File: src/rtl/serial_modn_if.sv
// Handshake bundle between a serial receiver (master) and the mod-N checker (slave).
interface serial_modn_if #(
    parameter int MOD   = 3,
    parameter int CNT_W = 16
);
    localparam int RW = $clog2(MOD);

    logic             start;
    logic             finish;
    logic             in_valid;
    logic             in;
    logic             lsb_first;
    logic             busy;
    logic [RW-1:0]    rem;
    logic             divisible;
    logic             rem_valid;
    logic [CNT_W-1:0] bit_cnt;

    modport master (
        output start, finish, in_valid, in, lsb_first,
        input  busy, rem, divisible, rem_valid, bit_cnt
    );

    modport slave (
        input  start, finish, in_valid, in, lsb_first,
        output busy, rem, divisible, rem_valid, bit_cnt
    );
endinterface

File: src/rtl/serial_modn.sv
// Serial divisibility checker: remainder of a framed bit stream modulo MOD,
// MSB-first or LSB-first per frame, with saturating bit counter.
module serial_modn #(
    parameter int MOD   = 3,
    parameter int CNT_W = 16
) (
    input  logic         clk,
    input  logic         rst,
    serial_modn_if.slave bus
);
    localparam int                RW      = $clog2(MOD);
    localparam logic [RW:0]       MOD_W   = (RW+1)'(MOD);
    localparam logic [RW-1:0]     W_ONE   = RW'(1);
    localparam logic [CNT_W-1:0]  CNT_MAX = '1;
    localparam logic [CNT_W-1:0]  CNT_ONE = CNT_W'(1);

    typedef enum logic {IDLE, ACTIVE} state_t;

    state_t           state_reg, state_next;
    logic [RW-1:0]    acc_reg, acc_next;
    logic [RW-1:0]    w_reg, w_next;
    logic [RW-1:0]    rem_reg, rem_next;
    logic             mode_reg, mode_next;
    logic             busy_reg, busy_next;
    logic             div_reg, div_next;
    logic             rv_reg, rv_next;
    logic [CNT_W-1:0] cnt_reg, cnt_next;

    logic [RW-1:0]    acc_step;
    logic [RW-1:0]    w_step;
    logic [CNT_W-1:0] cnt_step;

    // Inputs are always below 2*MOD, so one conditional subtract suffices.
    function automatic logic [RW-1:0] reduce(input logic [RW:0] x);
        logic [RW:0] d;
        d = (x >= MOD_W) ? (x - MOD_W) : x;
        return d[RW-1:0];
    endfunction

    // Candidate state after accepting the current bit (used only when ACTIVE).
    always_comb begin
        acc_step = acc_reg;
        w_step   = w_reg;
        cnt_step = cnt_reg;
        if (bus.in_valid) begin
            if (mode_reg) begin
                acc_step = reduce({1'b0, acc_reg} + {1'b0, w_reg & {RW{bus.in}}});
                w_step   = reduce({w_reg, 1'b0});
            end else begin
                acc_step = reduce({acc_reg, bus.in});
            end
            if (cnt_reg != CNT_MAX) begin
                cnt_step = cnt_reg + CNT_ONE;
            end
        end
    end

    always_comb begin
        state_next = state_reg;
        acc_next   = acc_reg;
        w_next     = w_reg;
        rem_next   = rem_reg;
        mode_next  = mode_reg;
        busy_next  = busy_reg;
        div_next   = div_reg;
        rv_next    = 1'b0;
        cnt_next   = cnt_reg;

        // start wins over everything, including a frame in progress.
        if (bus.start) begin
            state_next = ACTIVE;
            acc_next   = '0;
            w_next     = W_ONE;
            cnt_next   = '0;
            mode_next  = bus.lsb_first;
            busy_next  = 1'b1;
            div_next   = 1'b0;
        end else if (state_reg == ACTIVE) begin
            acc_next = acc_step;
            w_next   = w_step;
            cnt_next = cnt_step;
            if (bus.finish) begin
                state_next = IDLE;
                rem_next   = acc_step;
                div_next   = (acc_step == '0);
                rv_next    = 1'b1;
                busy_next  = 1'b0;
            end
        end
    end

    always_ff @(posedge clk or posedge rst) begin
        if (rst) begin
            state_reg <= IDLE;
            acc_reg   <= '0;
            w_reg     <= W_ONE;
            rem_reg   <= '0;
            mode_reg  <= 1'b0;
            busy_reg  <= 1'b0;
            div_reg   <= 1'b0;
            rv_reg    <= 1'b0;
            cnt_reg   <= '0;
        end else begin
            state_reg <= state_next;
            acc_reg   <= acc_next;
            w_reg     <= w_next;
            rem_reg   <= rem_next;
            mode_reg  <= mode_next;
            busy_reg  <= busy_next;
            div_reg   <= div_next;
            rv_reg    <= rv_next;
            cnt_reg   <= cnt_next;
        end
    end

    assign bus.busy      = busy_reg;
    assign bus.rem       = rem_reg;
    assign bus.divisible = div_reg;
    assign bus.rem_valid = rv_reg;
    assign bus.bit_cnt   = cnt_reg;
endmodule

File: src/flat_wrapper.sv
// flat-port wrapper written by rule: the top's interface ports become plain ports
module serial_modn_flat 
#(
    parameter int MOD   = 3,
    parameter int CNT_W = 16
)
  (clk, rst, bus_start, bus_finish, bus_in_valid, bus_in, bus_lsb_first, bus_busy, bus_rem, bus_divisible, bus_rem_valid, bus_bit_cnt);
  serial_modn_if #(.MOD(MOD), .CNT_W(CNT_W)) bus_i ();
  input  logic clk;
  input  logic rst;
  input wire logic [$bits(bus_i.start)-1:0] bus_start;
  input wire logic [$bits(bus_i.finish)-1:0] bus_finish;
  input wire logic [$bits(bus_i.in_valid)-1:0] bus_in_valid;
  input wire logic [$bits(bus_i.in)-1:0] bus_in;
  input wire logic [$bits(bus_i.lsb_first)-1:0] bus_lsb_first;
  output wire logic [$bits(bus_i.busy)-1:0] bus_busy;
  output wire logic [$bits(bus_i.rem)-1:0] bus_rem;
  output wire logic [$bits(bus_i.divisible)-1:0] bus_divisible;
  output wire logic [$bits(bus_i.rem_valid)-1:0] bus_rem_valid;
  output wire logic [$bits(bus_i.bit_cnt)-1:0] bus_bit_cnt;
  assign bus_i.start = bus_start;
  assign bus_i.finish = bus_finish;
  assign bus_i.in_valid = bus_in_valid;
  assign bus_i.in = bus_in;
  assign bus_i.lsb_first = bus_lsb_first;
  assign bus_busy = bus_i.busy;
  assign bus_rem = bus_i.rem;
  assign bus_divisible = bus_i.divisible;
  assign bus_rem_valid = bus_i.rem_valid;
  assign bus_bit_cnt = bus_i.bit_cnt;
  serial_modn #(.MOD(MOD), .CNT_W(CNT_W)) u_core (.clk(clk), .rst(rst), .bus(bus_i));
endmodule
File: config.mk
export PLATFORM = sky130hd
export DESIGN_NAME = serial_modn_flat
export DESIGN_NICKNAME = d
export VERILOG_FILES = /design/src/rtl/serial_modn_if.sv /design/src/rtl/serial_modn.sv /design/src/flat_wrapper.sv
export SDC_FILE = /design/constraint.sdc
export NUM_CORES = 1
export LEC_CHECK = 0
export ABC_AREA = 1
export CAP_MARGIN = 20
export CORE_ASPECT_RATIO = 2
export CORE_MARGIN = 2
export CORE_UTILIZATION = 55
export DETAILED_ROUTE_END_ITERATION = 6
export PLACE_DENSITY = 0.82
export SLEW_MARGIN = 20
export SYNTH_ARGS = -nofsm -noshare
export SYNTH_HDL_FRONTEND = slang
export SYNTH_SLANG_ARGS = --single-unit
File: constraint.sdc
create_clock -name clk -period 4.5 [get_ports clk]
set_input_delay 0.675 -clock clk [delete_from_list [all_inputs] [get_ports clk]]
set_output_delay 0.675 -clock clk [all_outputs]
set_load 0.01 [all_outputs]
Cells colored by class:
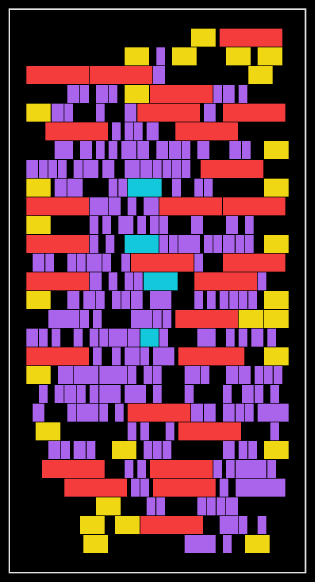
legend:
  yellow:
    class: remaining buffers and delay cells
    cells: 27
  purple:
    class: remaining logic cells
    cells: 196
  red:
    class: sequential cells
    cells: 27
  cyan:
    class: clock drivers and dummy loads
    cells: 4
Core Region: 2910 µm²
Design Area, Final: 1970 µm²

PDN straps and rails:
The bar under the picture is 10 µm long. Pins as bars on the die edge.
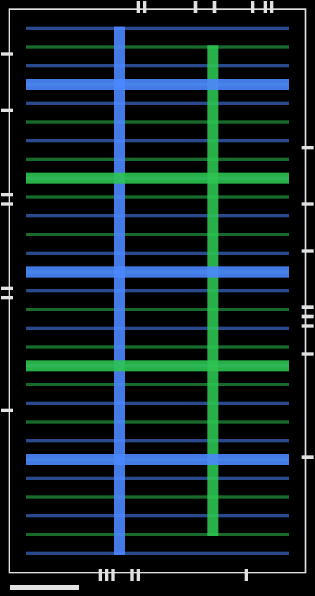
legend:
  blue:
    net: VSS
  green:
    net: VDD
met4 straps: 2
met5 straps: 5
signal pins: 28
met1 rails: 29
rows: 28

The metal 1 layer:
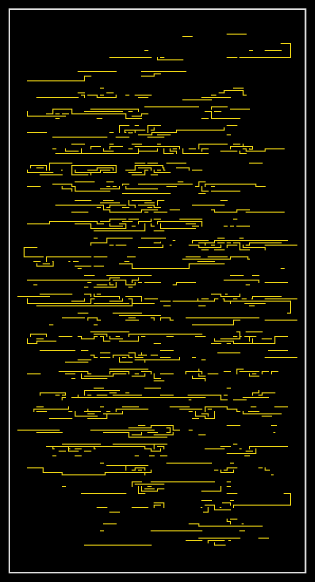
nets with wire on the layer: 232
main direction: horizontal

==> results.txt <==
P_comb - 107 µW
crit-path cells - clkdlybuf4s50_1 > inv_1 > nand2_1 > nor3_1 > nand4_1 > nand2_1 > inv_1 > nand2_1 > nand2_1
worst hold path type - reg -> reg
# fillers - 258
Req. time, crit path - 4670 ps
detail-routed via count per cell - 5.46
Root Buffer Master - clkbuf_8
TNS Setup - 0 ps
status - finished clean
WL final - 3790 µm
post-synthesis async set-or-reset flop share - 100%
Clk. pwr - 141 µW
Tot Pwr - 523 µW
Comb pwr share - 20.5%
initial antenna violation count - 0
clk latency late pin - 280 ps
area reported by Yosys stat - 1650 µm²
cycle use final - 66.9%
final hold viol count - 0
clock power share - 27.0%
aggregate global routing overflow - 0
Tightest Pin Transition - 774 ps
# Cells Yosys - 229
# DRC - 0
first-pass GRT wire length - 6490 µm
chip height - 81.5 µm
drt pass-1 iters - 4
Die Footprint - 3490 µm²
Mapped Area - 1650 µm²
Pint - 369 µW
worst path bufs/invs - 3
GR Layer Usage met3 - 1.32%
top sig layer - met4
dominant power group - registers
area by class of cell:
type                       count  share of cell area (%)
inverter                      27                    5.16
timing repair buffer          27                    13.7
clock buffer                   3                    2.10
tap                           30                    1.91
clock inverter                 1                   0.382
sequential                    27                    34.4
multi-input combinational    169                    42.3
through the flow:
stage | hold slack, ps | setup slack [ps] | std cells | utilization [%] | instance area [µm²]
2_1_floorplan | 475 | 2300 | 229 | - | 1650
3_3_place_gp | 459 | 1390 | 280 | 65.9 | 1920
3_5_place_dp | 482 | 1280 | 280 | 65.9 | 1920
4_1_cts | 507 | 1510 | 284 | 67.6 | 1970
5_1_grt | 556 | 1100 | 284 | 67.6 | 1970
6_report | 501 | 1490 | 284 | 67.6 | 1970
path summary, 6_finish.rpt:
kind / startpoint / to / slack (ps) / cells past startpoint
min: u_core.bus.rem[0] / u_core.bus.rem[0] / 500 / 2
max in group asynchronous: rst / u_core.w_reg[0] / 3350 / 2
min reg2reg: u_core.bus.rem[0] / u_core.bus.rem[0] / 500 / 2
max: bus_start / u_core.bus.bit_cnt[8] / 1490 / 9
max reg2reg: u_core.w_reg[0] / u_core.bus.divisible / 2230 / 15
min in group asynchronous: rst / u_core.bus.bit_cnt[1] / 770 / 2
worst reg2reg max path: stages (launching register included):
cell and delay [ps]:
dfstp_2 560, nand2_1 60, inv_1 60, ha_1 120, inv_1 40, fa_1 500
inv_1 50, ha_1 160, inv_1 60, nand3b_1 100, nand2_1 80, nand2_1 60
nand3_1 70, nand2_1 110, nand3_1 110, nand2_1 50
cell families after synthesis:
group	share of synthesized area (%)
flops	41.0
compound gates	8.48
fa+ha+maj	4.24
buf+inv	8.78
simple gates	34.4
xor+xnor	3.18
Power is estimated from default activity; no workload was simulated.
